$ cat src/rtl/chess_board_mem.sv
// Board-state RAM with a command/response handshake, a start-position init sequencer
// and an atomic, legality-checked move (read src, read dst, write dst, clear src).
module chess_board_mem #(
  parameter int unsigned PIECE_W   = 6,
  parameter int unsigned ADDR_W    = 6,
  parameter int unsigned SQUARES   = 64,
  parameter int unsigned INIT_MODE = 1
) (
  input  logic               clk,
  input  logic               reset,
  input  logic               cmd_valid,
  output logic               cmd_ready,
  input  logic [1:0]         cmd_op,
  input  logic [ADDR_W-1:0]  cmd_addr_a,
  input  logic [ADDR_W-1:0]  cmd_addr_b,
  input  logic [PIECE_W-1:0] cmd_data,
  output logic               rsp_valid,
  output logic [PIECE_W-1:0] rsp_data,
  output logic               rsp_err,
  output logic               busy
);

  typedef enum logic [2:0] {
    S_INIT, S_IDLE, S_MV_RS, S_MV_RD, S_MV_CHK, S_MV_WD, S_MV_WS, S_RESP
  } state_t;

  localparam logic [1:0]        OP_RD     = 2'b00;
  localparam logic [1:0]        OP_WR     = 2'b01;
  localparam logic [1:0]        OP_MV     = 2'b10;
  localparam logic [ADDR_W:0]   SQ_LIM    = (ADDR_W+1)'(SQUARES);
  localparam logic [ADDR_W-1:0] LAST_SQ   = ADDR_W'(SQUARES - 1);
  localparam bit                START_POS = (INIT_MODE == 1) && (SQUARES == 64);

  // Start-position code for a square: rank 0/7 back ranks, rank 1/6 pawns.
  function automatic logic [PIECE_W-1:0] start_code(input logic [ADDR_W-1:0] sq);
    int unsigned file;
    int unsigned rank;
    int unsigned code;
    file = 32'(sq) % 8;
    rank = 32'(sq) / 8;
    case (rank)
      0:       code = 9 + file;
      1:       code = 1 + file;
      6:       code = 17 + file;
      7:       code = 25 + file;
      default: code = 0;
    endcase
    return PIECE_W'(code);
  endfunction

  // 1 = white, 2 = black, 0 = empty or colourless code.
  function automatic logic [1:0] colour(input logic [PIECE_W-1:0] p);
    if (p == '0) return 2'd0;
    else if (p <= PIECE_W'(16)) return 2'd1;
    else if (p <= PIECE_W'(32)) return 2'd2;
    return 2'd0;
  endfunction

  state_t               state, state_n;
  logic [PIECE_W-1:0]   mem [SQUARES];
  logic [PIECE_W-1:0]   rd_q, src_q, pend_d_q;
  logic [ADDR_W-1:0]    init_idx, addr_a_q, addr_b_q;
  logic                 reinit_q, pend_rd_q, pend_e_q;

  logic                 mem_we, mem_re;
  logic [ADDR_W-1:0]    mem_wa, mem_ra;
  logic [PIECE_W-1:0]   mem_wd, init_val, rsp_d, pend_d_n;
  logic                 rsp_set, rsp_e, init_clr, init_done, mv_ld, src_ld;
  logic                 pend_ld, pend_rd_n, pend_e_n;
  logic                 a_bad, b_bad, mv_err;
  logic [1:0]           src_col, dst_col;

  assign init_val = START_POS ? start_code(init_idx) : '0;
  assign a_bad    = {1'b0, cmd_addr_a} >= SQ_LIM;
  assign b_bad    = {1'b0, cmd_addr_b} >= SQ_LIM;
  assign src_col  = colour(src_q);
  assign dst_col  = colour(rd_q);
  // In MV_CHK, src_q holds the source piece and rd_q the destination piece.
  assign mv_err   = (src_q == '0) || (addr_a_q == addr_b_q) ||
                    ((src_col != 2'd0) && (src_col == dst_col));

  always_ff @(posedge clk) begin
    if (!reset) state <= S_INIT;
    else        state <= state_n;
  end

  always_comb begin
    state_n   = state;
    mem_we    = 1'b0;
    mem_wa    = init_idx;
    mem_wd    = init_val;
    mem_re    = 1'b0;
    mem_ra    = addr_a_q;
    rsp_set   = 1'b0;
    rsp_d     = '0;
    rsp_e     = 1'b0;
    init_clr  = 1'b0;
    init_done = 1'b0;
    mv_ld     = 1'b0;
    src_ld    = 1'b0;
    pend_ld   = 1'b0;
    pend_rd_n = 1'b0;
    pend_d_n  = '0;
    pend_e_n  = 1'b0;
    case (state)
      S_INIT: begin
        mem_we = 1'b1;
        if (init_idx == LAST_SQ) begin
          state_n   = S_IDLE;
          init_done = 1'b1;
          rsp_set   = reinit_q;
        end
      end
      S_IDLE: begin
        if (cmd_valid && cmd_ready) begin
          pend_ld = 1'b1;
          state_n = S_RESP;
          case (cmd_op)
            OP_RD: begin
              if (a_bad) pend_e_n = 1'b1;
              else begin
                mem_re    = 1'b1;
                mem_ra    = cmd_addr_a;
                pend_rd_n = 1'b1;
              end
            end
            OP_WR: begin
              if (a_bad) pend_e_n = 1'b1;
              else begin
                mem_we = 1'b1;
                mem_wa = cmd_addr_a;
                mem_wd = cmd_data;
              end
            end
            OP_MV: begin
              if (a_bad || b_bad) pend_e_n = 1'b1;
              else begin
                mv_ld   = 1'b1;
                state_n = S_MV_RS;
              end
            end
            default: begin
              init_clr = 1'b1;
              state_n  = S_INIT;
            end
          endcase
        end
      end
      S_MV_RS: begin
        mem_re  = 1'b1;
        mem_ra  = addr_a_q;
        state_n = S_MV_RD;
      end
      S_MV_RD: begin
        mem_re  = 1'b1;
        mem_ra  = addr_b_q;
        src_ld  = 1'b1;
        state_n = S_MV_CHK;
      end
      S_MV_CHK: begin
        pend_ld = 1'b1;
        if (mv_err) begin
          pend_e_n = 1'b1;
          pend_d_n = src_q;
          state_n  = S_RESP;
        end else begin
          pend_d_n = rd_q;
          state_n  = S_MV_WD;
        end
      end
      S_MV_WD: begin
        mem_we  = 1'b1;
        mem_wa  = addr_b_q;
        mem_wd  = src_q;
        state_n = S_MV_WS;
      end
      S_MV_WS: begin
        mem_we  = 1'b1;
        mem_wa  = addr_a_q;
        mem_wd  = '0;
        state_n = S_RESP;
      end
      S_RESP: begin
        rsp_set = 1'b1;
        rsp_d   = pend_rd_q ? rd_q : pend_d_q;
        rsp_e   = pend_e_q;
        state_n = S_IDLE;
      end
      default: state_n = S_INIT;
    endcase
  end

  // Writes are suppressed while reset is low so an aborted move leaves no partial update.
  always_ff @(posedge clk) begin
    if (mem_we && reset) mem[mem_wa] <= mem_wd;
    if (mem_re) rd_q <= mem[mem_ra];
  end

  always_ff @(posedge clk) begin
    if (!reset) begin
      init_idx  <= '0;
      reinit_q  <= 1'b0;
      addr_a_q  <= '0;
      addr_b_q  <= '0;
      src_q     <= '0;
      pend_rd_q <= 1'b0;
      pend_d_q  <= '0;
      pend_e_q  <= 1'b0;
      cmd_ready <= 1'b0;
      busy      <= 1'b1;
      rsp_valid <= 1'b0;
      rsp_data  <= '0;
      rsp_err   <= 1'b0;
    end else begin
      cmd_ready <= (state_n == S_IDLE);
      busy      <= (state_n != S_IDLE);
      rsp_valid <= rsp_set;
      if (rsp_set) begin
        rsp_data <= rsp_d;
        rsp_err  <= rsp_e;
      end
      if (state == S_INIT) init_idx <= init_idx + ADDR_W'(1);
      if (init_clr) begin
        init_idx <= '0;
        reinit_q <= 1'b1;
      end
      if (init_done) reinit_q <= 1'b0;
      if (mv_ld) begin
        addr_a_q <= cmd_addr_a;
        addr_b_q <= cmd_addr_b;
      end
      if (src_ld) src_q <= rd_q;
      if (pend_ld) begin
        pend_rd_q <= pend_rd_n;
        pend_d_q  <= pend_d_n;
        pend_e_q  <= pend_e_n;
      end
    end
  end

endmodule

$ cat config.mk
export PLATFORM = sky130hd
export DESIGN_NAME = chess_board_mem
export DESIGN_NICKNAME = d
export VERILOG_FILES = /design/src/rtl/chess_board_mem.sv
export SDC_FILE = /design/constraint.sdc
export NUM_CORES = 1
export LEC_CHECK = 0
export ABC_CLOCK_PERIOD_IN_PS = 7550
export CAP_MARGIN = 20
export CELL_PAD_IN_SITES_DETAIL_PLACEMENT = 1
export CELL_PAD_IN_SITES_GLOBAL_PLACEMENT = 1
export CORE_ASPECT_RATIO = 1.25
export CORE_MARGIN = 3
export CORE_UTILIZATION = 53
export CTS_CLUSTER_DIAMETER = 40
export DETAILED_ROUTE_END_ITERATION = 6
export GPL_ROUTABILITY_DRIVEN = 0
export PLACE_DENSITY_LB_ADDON = 0.1
export SLEW_MARGIN = 5
export SYNTH_ARGS = -nofsm -noshare
export SYNTH_HDL_FRONTEND = slang
export SYNTH_SLANG_ARGS = --single-unit
$ cat constraint.sdc
create_clock -name clk -period 7.55 [get_ports clk]
set_input_delay 1.51 -clock clk [delete_from_list [all_inputs] [get_ports clk]]
set_output_delay 1.51 -clock clk [all_outputs]
set_load 0.02 [all_outputs]
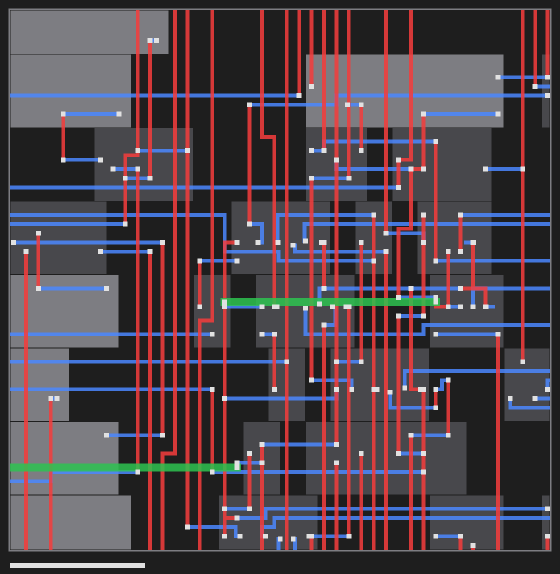
closeup.png
The bar under the picture is 5 µm long. Region (122, 153) to (142, 173) µm. Cells in gray, sequential cells in the stronger gray; small squares are vias.
[blue] M1
[green] M3
[red] M2
netlist names of flops here include: mem (1), src_q (1)
sequential cells in the window: 2
most frequent: a222oi_1 (4), inv_2 (4), mux2i_1 (3)
cells with their middle in the window: 19

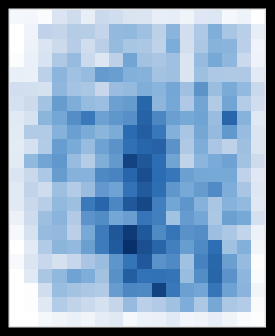
route_heat.png
18 x 22 tiles, from white (low) to dark blue (high), scaled to the fullest tile. Values are wire area over tile area, all layers added.
tiles over half the peak: 33%
densest ninth of the die: center
nearly empty tiles: 3.3%
fullest tile: 0.57
mean over tiles: 0.23

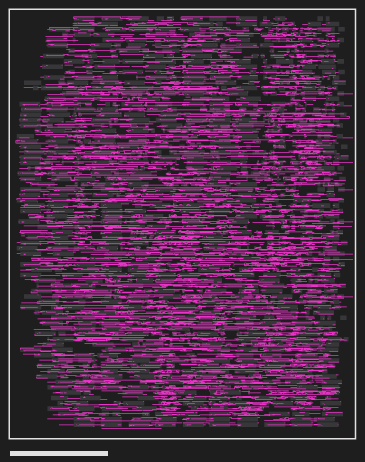
m1.png
The bar under the picture is 50 µm long. Cells faint in the background.
wire length on this layer: 21.8 mm
nets with wire on the layer: 1,325
longest straight run: 59.8 µm
share of all routed wire: 41%
main direction: horizontal

==> flow_summary.ini <==
; yosys + openroad results
[timing]
min_period_ps = 6090
timing_worst_slew_pin_value_ps = 1280
rsz0062_at_grt = no
clock_skew_ps = 26.3
maxClockFrequency_mhz = 164
maxSlewViolCount = 0
slew_headroom_pct = 14.4
finalCritPeriodShare_pct = 80.6
final.setup.tns_ps = 0
setup_violations = 0
timing.final.hold_violations = 0

[clock_network]
cts_htree_levels = 2
ctsResizeCount = 0
worst_setup_hold_path_clk_slew_ps = 60
tritoncts = built
clk_root_buffer_cell = sky130_fd_sc_hd__clkbuf_16
cts.sinks = 436
cts_buffer_depth = 3
postCtsHoldBufs = 0
cts-buffers-inserted = 53
clock.latency.late_pin_ps = 590
cts_setup_buffers = 0

[power]
netSwitchingPower_mw = 1.16
power.share.combinational_pct = 2.4
power.total_mw = 5.26
p_leak_nw = 7.27
clockPowerShare_pct = 47.3
cell_internal_pwr_mw = 4.11
max-vdd-ir-drop_uv = 189
power.share.switching_pct = 21.9
p_seq_share_pct = 50.4
p_per_area_mw_per_mm2 = 244

[layout]
stdcell_area_mm2 = 0.0216
antenna_diode_count = 0
fillCellCount = 3423
areaGrowthSynthToFinish_pct = 13.2
fin_nets = 1387
drive_gt1_share_pct = 14.8

[floorplanning]
die_x_um = 176
core_area_mm2 = 0.0355
chipHeight_um = 218
top_level_ports = 33
chipArea_mm2 = 0.0383
num_rows = 77
initial_core_util_pct = 53.7

[run]
maxCapViolCount = 0
warnings = 26

[setup_path]
worst-endpoint-arrival_ps = 6400
worstPathRequired_ps = 7860
cp-start-kind = input pin
critical_path_peak_fanout = 57
worst_setup_path_end_kind = flop
path_class = in -> reg

[min_path]
min_path_type = reg -> reg

[logic_synthesis]
post-synth-top-area-cell = sky130_fd_sc_hd__edfxtp_1
numSynthFlops = 436
yosysMostFrequentCell = sky130_fd_sc_hd__edfxtp_1
mapped_cell_area_mm2 = 0.0190
flop_cell = sky130_fd_sc_hd__edfxtp_1
fp_nets = 1370
yosys.area_share.aoi_pct = 11.9
post_synth_seq_share_pct = 66.3
post_synth_and_or_nand_nor_area_fraction_pct = 8.71
postSynth.asyncResetShare_pct = 0
synth.yosys.warnings = 0
synthTopCellsByCount = sky130_fd_sc_hd__edfxtp_1 (390), sky130_fd_sc_hd__nor2_1 (103), sky130_fd_sc_hd__mux2i_1 (101)
xor_share_pct = 0.552
ys_sh_mux_pct = 9.69
edf_count = 390
synth.lib_cells_used.distinct = 71
yosys_area_mm2 = 0.0190
top_cell_area_share_pct = 61.5
syn-instance-count = 1345
post_synth_main_logic_family = AND-OR/OR-AND gates
main_area_contributors_after_synthesis = sky130_fd_sc_hd__edfxtp_1 (62%), sky130_fd_sc_hd__mux2i_1 (5.3%), sky130_fd_sc_hd__dfxtp_1 (4.8%)
ys_cells = 1345
avgSynthCellArea_um2 = 14.2
synthAdderAreaFrac_pct = 0.184

[detailed_routing]
first_iter_violations = 1339
ant_nets = 0
via_count = 12300
vias_per_cell = 6.55
wire_length_after_detailed_routing_um = 53500
drc = 0
drtPass1Iterations = 7

[global_route]
gr-total-overflow = 0
antenna_violations_before_repair = 0
busiest_layer = met2
gr-usage-met1_pct = 36.9
grt_max_degree = 65
met2_usage_pct = 47.8
first_pass_grt_wire_length_um = 81700
first_global_vias = 12900

[place]
detailedPlacementHpwl_um = 33500
placed_area_mm2 = 0.0198
portBuffers = 32

[run_status]
status = finished, final reports clean
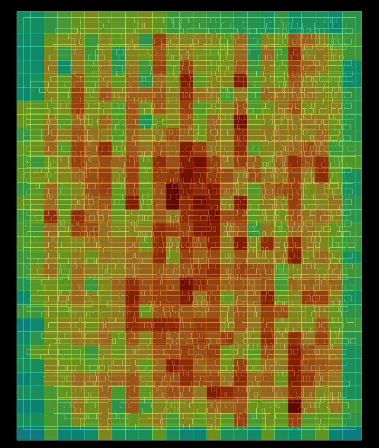
congestion_map.png
total global routing track utilization: 28.1%
drt wl/cell: 28.4 µm
GR Layer Usage met3: 4.16%

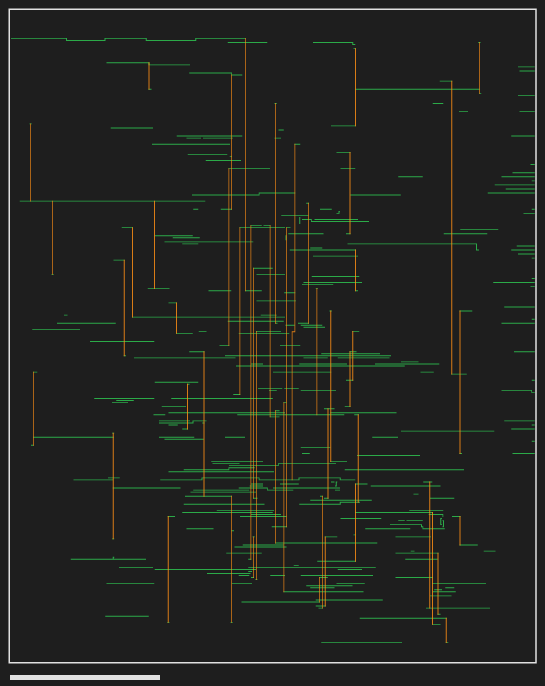
layers.png
The bar under the picture is 50 µm long. Only two layers are drawn.
[green] M3 | wire length: 3,160 µm
[orange] M4 | wire length: 2,020 µm

==> flip-flops by register name, indices dropped and copies added (netlist names), 3 cells and up <==
name      cells
rd_q          6
init_idx      6
mem         384
src_q         6
addr_b_q      6
rsp_data      6
addr_a_q      6
state         3
pend_d_q      6
==> power by group through the flow <==
stage	clock network, mW	registers, mW	logic [mW]
final	2.49	2.65	0.124
after global routing	2.64	2.65	0.132
after CTS	2.53	2.65	0.125
after detailed placement	0	2.70	0.123
after global placement	0	2.70	0.118
after floorplan	0	2.70	0.0517
==> cells by family after synthesis <==
family,after synthesis
AND-OR/OR-AND,277
AND/OR/NAND/NOR,332
multiplexers,173
flip-flops,436
adder cells (fa/ha/maj),3
XOR/XNOR,12
buffers and inverters,112
==> routing by layer <==
layer  vias up  wire, µm
met2       489     26500
li1       5419         -
met1      6294     21800
met5         -         0
met3       114      3160
met4         0      2020
==> cells in the final DEF, fill, tap and decap left out, drive strengths merged, types with 33 or more instances in the layout <==
cell type / n
edfxtp: 390
clkbuf: 62
mux2: 72
dfxtp: 46
nand2: 56
nand3: 54
mux2i: 101
o221ai: 37
a2111oi: 50
nor2b: 33
nor2: 103
a211oi: 36
==> critical path, cell delays in order <==
cell and delay, ps:
sky130_fd_sc_hd__clkdlybuf4s50_1 610, sky130_fd_sc_hd__and4bb_2 340, sky130_fd_sc_hd__a221oi_4 890, sky130_fd_sc_hd__and2_4 940
sky130_fd_sc_hd__nor3_2 180, sky130_fd_sc_hd__a2111oi_0 1040, sky130_fd_sc_hd__a22oi_1 290, sky130_fd_sc_hd__a2111o_1 500
==> final timing paths <==
| check | start | end | slack, ps | depth (start not counted) |
|---|---|---|---|---|
| min reg2reg | pend_d_q[5]$_SDFFE_PN0P_ | pend_d_q[5]$_SDFFE_PN0P_ | 470 | 2 |
| max reg2reg | state[0]$_SDFF_PN0_ | rd_q[3]$_DFFE_PP_ | 2030 | 7 |
| min | pend_d_q[5]$_SDFFE_PN0P_ | pend_d_q[5]$_SDFFE_PN0P_ | 470 | 2 |
| max | cmd_op[0] | rd_q[3]$_DFFE_PP_ | 1460 | 8 |
==> cell type report <==
class,count,area (µm²),area share (%)
multi-input cells,797,5990,27.8
repair buffers,61,544,2.53
well taps,474,593,2.75
flip-flops and latches,436,12600,58.6
clock buffers,61,1400,6.49
inverters,13,48.8,0.226
clock inverters,39,342,1.58
==> metrics by stage <==
step | utilization (%) | setup slack, ps | std cells | hold WS [ps]
floorplan | - | 1680 | 1345 | 440
global placement | 55.8 | 1070 | 1777 | 454
detailed placement | 55.8 | 1030 | 1779 | 469
CTS | 60.7 | 1600 | 1879 | 475
global route | 60.8 | 1410 | 1881 | 495
finish | 60.8 | 1460 | 1881 | 467
Power is estimated from default activity; no workload was simulated.
